--- src/rtl/ipu_ctrl.sv ---
// ipu_ctrl: debounces the nine grid buttons and raises an acknowledged interrupt per accepted press
module ipu_ctrl #(
  parameter int DEBOUNCE_CYCLES = 500000,
  parameter int CNT_W = 19
) (
  input  logic       clk,
  input  logic       rst_n,
  input  logic [8:0] btn,
  input  logic       enable,
  input  logic       int_ack,
  output logic       ipu_int,
  output logic [3:0] grid_coord,
  output logic       busy
);
  typedef enum logic [1:0] {IDLE, DEBOUNCE, INT, WAIT_REL} state_t;
  localparam logic [CNT_W-1:0] CNT_MAX = CNT_W'(DEBOUNCE_CYCLES - 1);
  state_t           state_q, state_d;
  logic [CNT_W-1:0] cnt_q, cnt_d, cnt_inc;
  logic [8:0]       btn_m_q, btn_s_q, cand_q, cand_d;
  logic             int_q, int_d;
  logic [3:0]       coord_q, coord_d;
  logic             valid;
  function automatic logic [3:0] idx_of(input logic [8:0] v);
    idx_of = 4'hF;
    for (int i = 8; i >= 0; i--) if (v[i]) idx_of = 4'(i);
  endfunction
  assign valid      = (btn_s_q != '0) && ((btn_s_q & (btn_s_q - 9'd1)) == '0);
  assign cnt_inc    = (cnt_q == '1) ? cnt_q : cnt_q + 1'b1;
  assign ipu_int    = int_q;
  assign grid_coord = coord_q;
  assign busy       = (state_q != IDLE);
  // synchronizer, state, counter and output registers
  always_ff @(posedge clk or negedge rst_n) begin
    if (!rst_n) begin
      btn_m_q <= '0;
      btn_s_q <= '0;
      state_q <= IDLE;
      cnt_q   <= '0;
      cand_q  <= '0;
      int_q   <= 1'b0;
      coord_q <= 4'hF;
    end else begin
      btn_m_q <= btn;
      btn_s_q <= btn_m_q;
      state_q <= state_d;
      cnt_q   <= cnt_d;
      cand_q  <= cand_d;
      int_q   <= int_d;
      coord_q <= coord_d;
    end
  end
  // press acceptance, interrupt hold and release qualification
  always_comb begin
    state_d = state_q;
    cnt_d   = cnt_q;
    cand_d  = cand_q;
    int_d   = int_q;
    coord_d = coord_q;
    case (state_q)
      IDLE: begin
        cnt_d = '0;
        if (enable && valid) begin
          cand_d  = btn_s_q;
          state_d = DEBOUNCE;
        end
      end
      DEBOUNCE: begin
        if (!enable || btn_s_q != cand_q) begin
          cnt_d   = '0;
          state_d = IDLE;
        end else if (cnt_q == CNT_MAX) begin
          coord_d = idx_of(cand_q);
          int_d   = 1'b1;
          cnt_d   = '0;
          state_d = INT;
        end else begin
          cnt_d = cnt_inc;
        end
      end
      INT: begin
        if (int_ack) begin
          int_d   = 1'b0;
          cnt_d   = '0;
          state_d = WAIT_REL;
        end
      end
      WAIT_REL: begin
        if (btn_s_q != '0) begin
          cnt_d = '0;
        end else if (cnt_q == CNT_MAX) begin
          cnt_d   = '0;
          state_d = IDLE;
        end else begin
          cnt_d = cnt_inc;
        end
      end
      default: state_d = IDLE;
    endcase
  end
endmodule

--- config.mk ---
export PLATFORM = sky130hd
export DESIGN_NAME = ipu_ctrl
export DESIGN_NICKNAME = d
export VERILOG_FILES = /design/src/rtl/ipu_ctrl.sv
export SDC_FILE = /design/constraint.sdc
export NUM_CORES = 1
export LEC_CHECK = 0
export CORE_UTILIZATION = 43
export CTS_CLUSTER_SIZE = 16
export DETAILED_ROUTE_END_ITERATION = 8
export HOLD_SLACK_MARGIN = 0.08
export PLACE_DENSITY = 0.61
export SLEW_MARGIN = 20
export SYNTH_ARGS = -nofsm -noshare
export SYNTH_HDL_FRONTEND = slang
export SYNTH_SLANG_ARGS = --single-unit
--- constraint.sdc ---
create_clock -name clk -period 5.1 [get_ports clk]
set_clock_uncertainty 0.15 [all_clocks]
set_input_delay 0.765 -clock clk [delete_from_list [all_inputs] [get_ports clk]]
set_output_delay 0.765 -clock clk [all_outputs]
set_load 0.05 [all_outputs]
Fig. 1: run 1, supply network
The bar under the picture is 20 µm long. Pins as bars on the die edge.
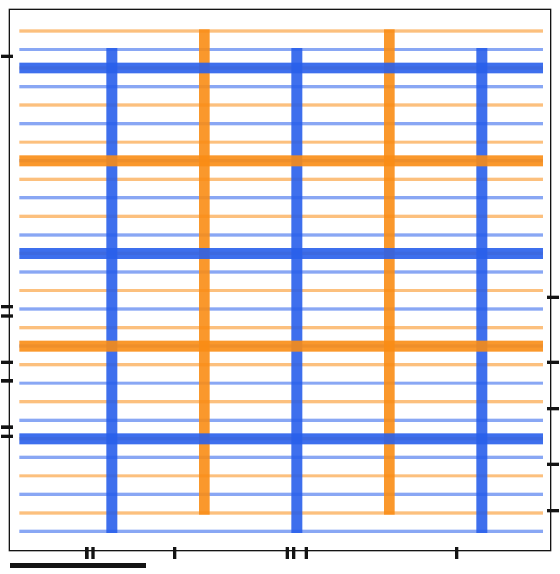
[VSS] blue
[VDD] orange
met4 straps: 5
met1 rails: 28
met5 straps: 5
rows: 27

Fig. 2: run 1, cell classes on the final placement
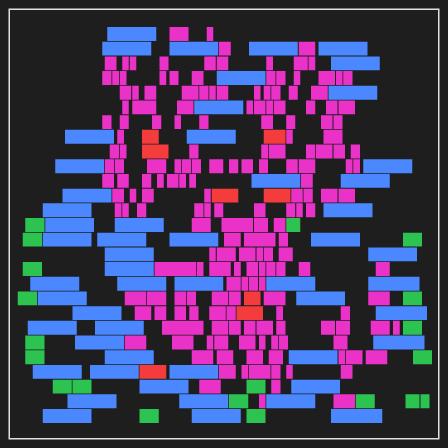
[all other logic] magenta | cells: 187 | share of their area: 42%
[flip-flops] blue | cells: 53 | share of their area: 47%
[other buffers and delay cells] green | cells: 20 | share of their area: 6.8%
[clock drivers and dummy loads] red | cells: 8 | share of their area: 3.5%
Seq area share: 45.82%
area of the core: 0.005642 mm²

Fig. 3: run 1, clock distribution
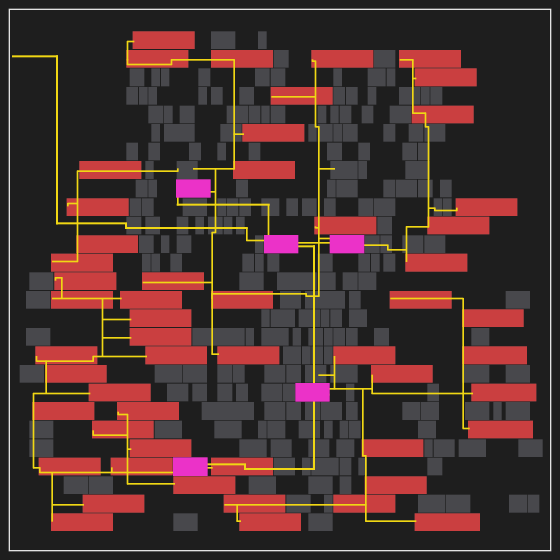
[flip-flops] red | count: 53
[cells driving clock nets] magenta | count: 5
[clock wires] yellow | length: 644 µm
flops lie: widely spread

Fig. 4: run 1, routed metal, one colour a layer
The bar under the picture is 20 µm long.
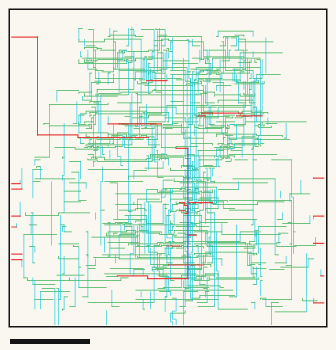
[met3] red | wire length: 144 µm
[met2] cyan | wire length: 2120 µm
[met4] blue | wire length: 57.1 µm
[met1] green | wire length: 2580 µm

==> run 1: placed cells by master, fill, tap and decap left out, drive strengths merged, types with 2 or more instances in the layout <==
master         netlist  final
mux2i                3      3
nand4                8      8
nand3               12     12
clkbuf               2      5
clkdlybuf4s50        0     17
dfstp                4      4
nor2                13     13
or4                  4      4
a41oi                2      2
or3                  2      2
a21oi               20     20
dfrtp               49     49
xnor2               10     10
o41ai                2      2
inv                 11     13
nor4                 6      6
and3                 4      4
mux2                10     10
o21bai               2      2
and4                 3      3
nor3                 8      8
o21ai                9      9
nand2               27     27
o22ai                3      3
a22o                 2      2
a31oi                8      8
buf                  4      3
a211oi               2      2
==> impl_metrics.ini, run 1 <==
; flow metrics
[clock_tree]
cts_tree = done
root_buffer = clkbuf_8

[outcome]
status = complete, no violations

[synth]
yosysTopAreaCellShare_pct = 47.80
yosys.cell_count.top_type = dfrtp_1
yosys_cells = 246
ys_seq_share_pct = 51.90
syn_nets = 260
syn_inst = 246
yosys.area_share.aoi_pct = 14.20
syn_avg_cell_area_um2 = 10.43
yosys_warnings = 0

[power_and_ir_drop]
total_power_mw = 0.7309
p_comb_mw = 0.0372
intPower_mw = 0.5487

[hold_path]
min_delay_worst_endpoint = btn_s_q[0]
worstHoldPathType = register to register

[floorplanning]
io_pins = 19
chip_area_mm2 = 0.006278

[detailed_routing]
met3_length_um = 143

[finish]
largest_reg_flops = 19
comb_cells = 176

[sta]
hold_violations = 0
drv_slew = 0
rsz0062_at_grt = false
finalCritPeriodShare_pct = 55.40

[critical_path]
critPathSlowestCell = a21oi_4
cp-start-kind = primary input
crit_start = enable
critPathCapture = cnt_q[0]
crit_buf_inv = 1
crit_required_ns = 5.19

[global_routing]
first_global_vias = 1808
grt.overflow.total = 0
grtUsageTotal_pct = 17.88

[placed_design]
postPlaceCellArea_mm2 = 0.002808
dpl.hpwl_mm = 3.333
Fig. 5: run 1, congestion heat map
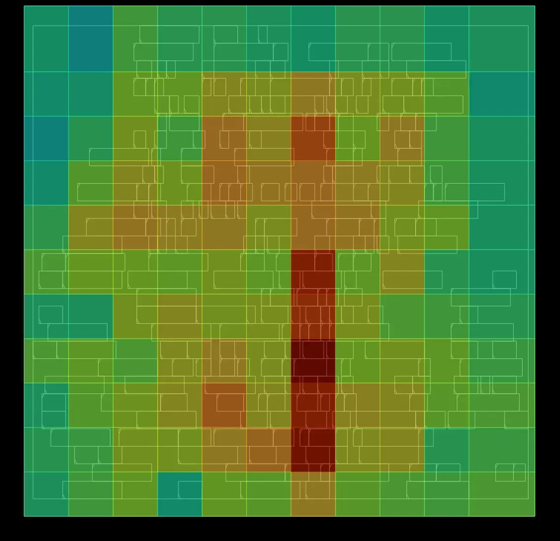

==> inputs of run 2 (changes only) <==
- clock period: 5.1 -> 2.9 ns (I/O delays scaled with it)
Fig. 6: run 2, congestion heat map
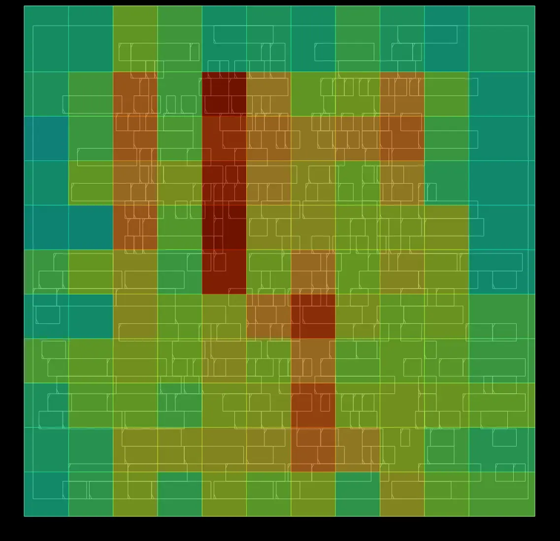
M1 GR Usage: 24.69%
gr usage total: 17.27%
Most Crowded Layer GR: met2

==> impl_metrics.ini, run 2 <==
; flow metrics
[outcome]
status = complete, no violations

[critical_path]
crit_required_ns = 2.96
crit_buf_inv = 1
crit_start = btn_s_q[3]
cp-start-kind = register

[synth]
yosys.area_share.aoi_pct = 14.20
syn_avg_cell_area_um2 = 10.43
syn_nets = 260
yosys_cells = 246
ys_seq_share_pct = 51.90
yosys_warnings = 0
yosysTopAreaCellShare_pct = 47.80
yosys.cell_count.top_type = dfrtp_1
syn_inst = 246

[placed_design]
port_buffers = 18

[power_and_ir_drop]
total_power_mw = 1.280
intPower_mw = 0.9649
p_comb_mw = 0.0644

[finish]
largest_reg_flops = 19
lay_top_count = dfrtp_1
final_cell_mix = 49 x dfrtp_1, 27 x nand2_1, 19 x a21oi_1

[detailed_routing]
met3_length_um = 129

[sta]
hold_violations = 0
whs_ns = 0.07492
rsz0062_at_grt = false
tns_ns = 0

[global_routing]
grt.overflow.total = 0
first_global_vias = 1783

[hold_path]
worstHoldPathType = primary input to async pin

[clock_tree]
cts_buffers = 5
cts_tree = done
root_buffer = clkbuf_8

[floorplanning]
io_pins = 19
chip_area_mm2 = 0.006278
core_mm2 = 0.005642
==> run 2: cell counts after synthesis <==
No cell type changed its count.
==> run 2: worst max path at each step <==
stage,end,cells past startpoint
4_1_cts,cand_q[2],6
5_1_grt,grid_coord[1],6
2_1_floorplan,cand_q[2],6
3_3_place_gp,cnt_q[2],7
3_5_place_dp,cnt_q[0],7
6_report,cand_q[1],6
==> run 2: area by class of cell <==
type,instances,area (µm²),share of cell area [%]
clock buffer,5,68.82,2.350
clock inverter,3,28.78,0.9829
inverter,11,41.29,1.410
multi-input combinational,176,1155,39.44
sequential,53,1331,45.47
tap,72,90.09,3.077
timing repair buffer,23,212.7,7.265
==> run 2: routing by layer <==
layer / vias to the layer above / GRT usage, %
li1: 953 / -
met1: 903 / 24.69
met2: 31 / 25.95
met3: 5 / 3.793
met4: 0 / 5.455
met5: - / 0
Fig. 7: run 2, clock distribution
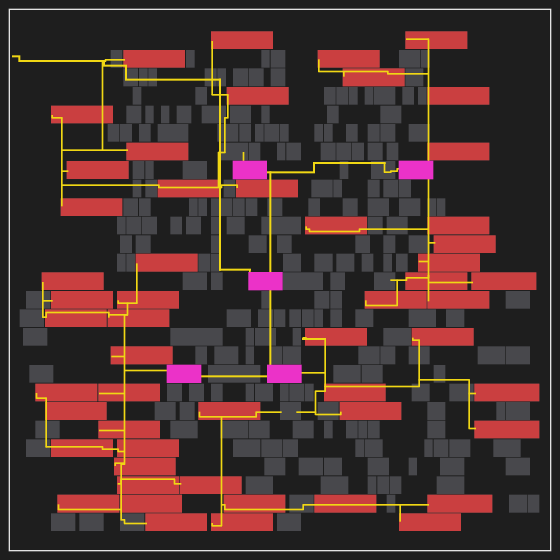

==> inputs of run 3 (changes only) <==
- CORE_UTILIZATION: 43 -> 50
- PLACE_DENSITY: 0.61 -> 0.69
- SLEW_MARGIN: 20 -> 5
Fig. 8: run 3, clock distribution
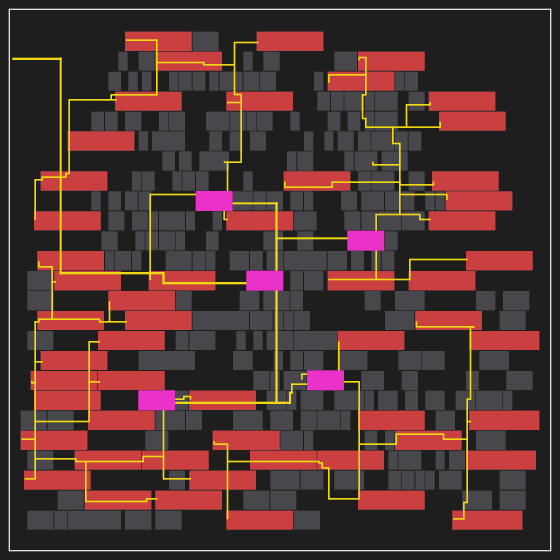
[flip-flops] red | count: 53
[cells driving clock nets] magenta | count: 5
[clock wires] yellow | length: 619 µm
routed clock nets: 6
Clk pwr share: 34.9%
clk latency late pin: 0.31 ns
Clk power: 0.450 mW

==> impl_metrics.ini, run 3 <==
; flow metrics
[outcome]
status = complete, no violations

[finish]
layout.area.comb_mm2 = 0.001155
inverters_excl_clock = 11
comb_share_pct = 39.23
regArea_mm2 = 0.001331
signal_buffers = 24
lay_top_count = dfrtp_1
seq_cells = 53
largest_reg_flops = 19
clock_buffers = 5
dominant_cells = registers

[global_routing]
use_met3_pct = 4.115
first_global_vias = 1809
grtUsageTotal_pct = 20.88
met1_usage_pct = 32.83

[synth]
syn_nets = 260
yosys_warnings = 0
yosys.cell_count.top_type = dfrtp_1
syn_avg_cell_area_um2 = 10.43

[critical_path]
cp-start-kind = register
crit_required_ns = 3.00
crit_buf_inv = 0
crit_start = cnt_q[0]
critPathSlowestCell = nor4_1

[detailed_routing]
met3_length_um = 222

[placed_design]
port_buffers = 18

[sta]
whs_ns = 0.2055
finalCritPeriodShare_pct = 84.37
tns_ns = 0

[power_and_ir_drop]
intPower_mw = 0.9677
total_power_mw = 1.289

[clock_tree]
cts_tree = done
cts_buffers = 5

[floorplanning]
io_pins = 19
chip_area_mm2 = 0.005421
==> run 3: cell counts after synthesis <==
No cell type changed its count.
==> run 3: worst max path at each step <==
stage                    endpoint  slack [ns]  cells past startpoint
floorplan               cand_q[2]        0.66                      6
global placement         cnt_q[2]        0.44                      7
detailed placement       cnt_q[0]        0.40                      7
CTS                 grid_coord[1]        0.46                      6
global route             cnt_q[4]        0.29                      7
finish              grid_coord[3]        0.45                      6
==> run 3: cells by family (layout without fill, tap and decap cells) <==
logic type               Yosys count  after routing  share of synthesized area, %
AND/OR/NAND/NOR                   94             94                         20.63
AND-OR/OR-AND                     56             56                         14.20
flip-flops                        53             53                         51.90
buffers and inverters             17             43                         3.073
multiplexers                      13             13                         5.561
XOR/XNOR                          11             11                         3.756
adder cells (fa/ha/maj)            2              2                        0.8780
Power and IR drop assume default switching activity.
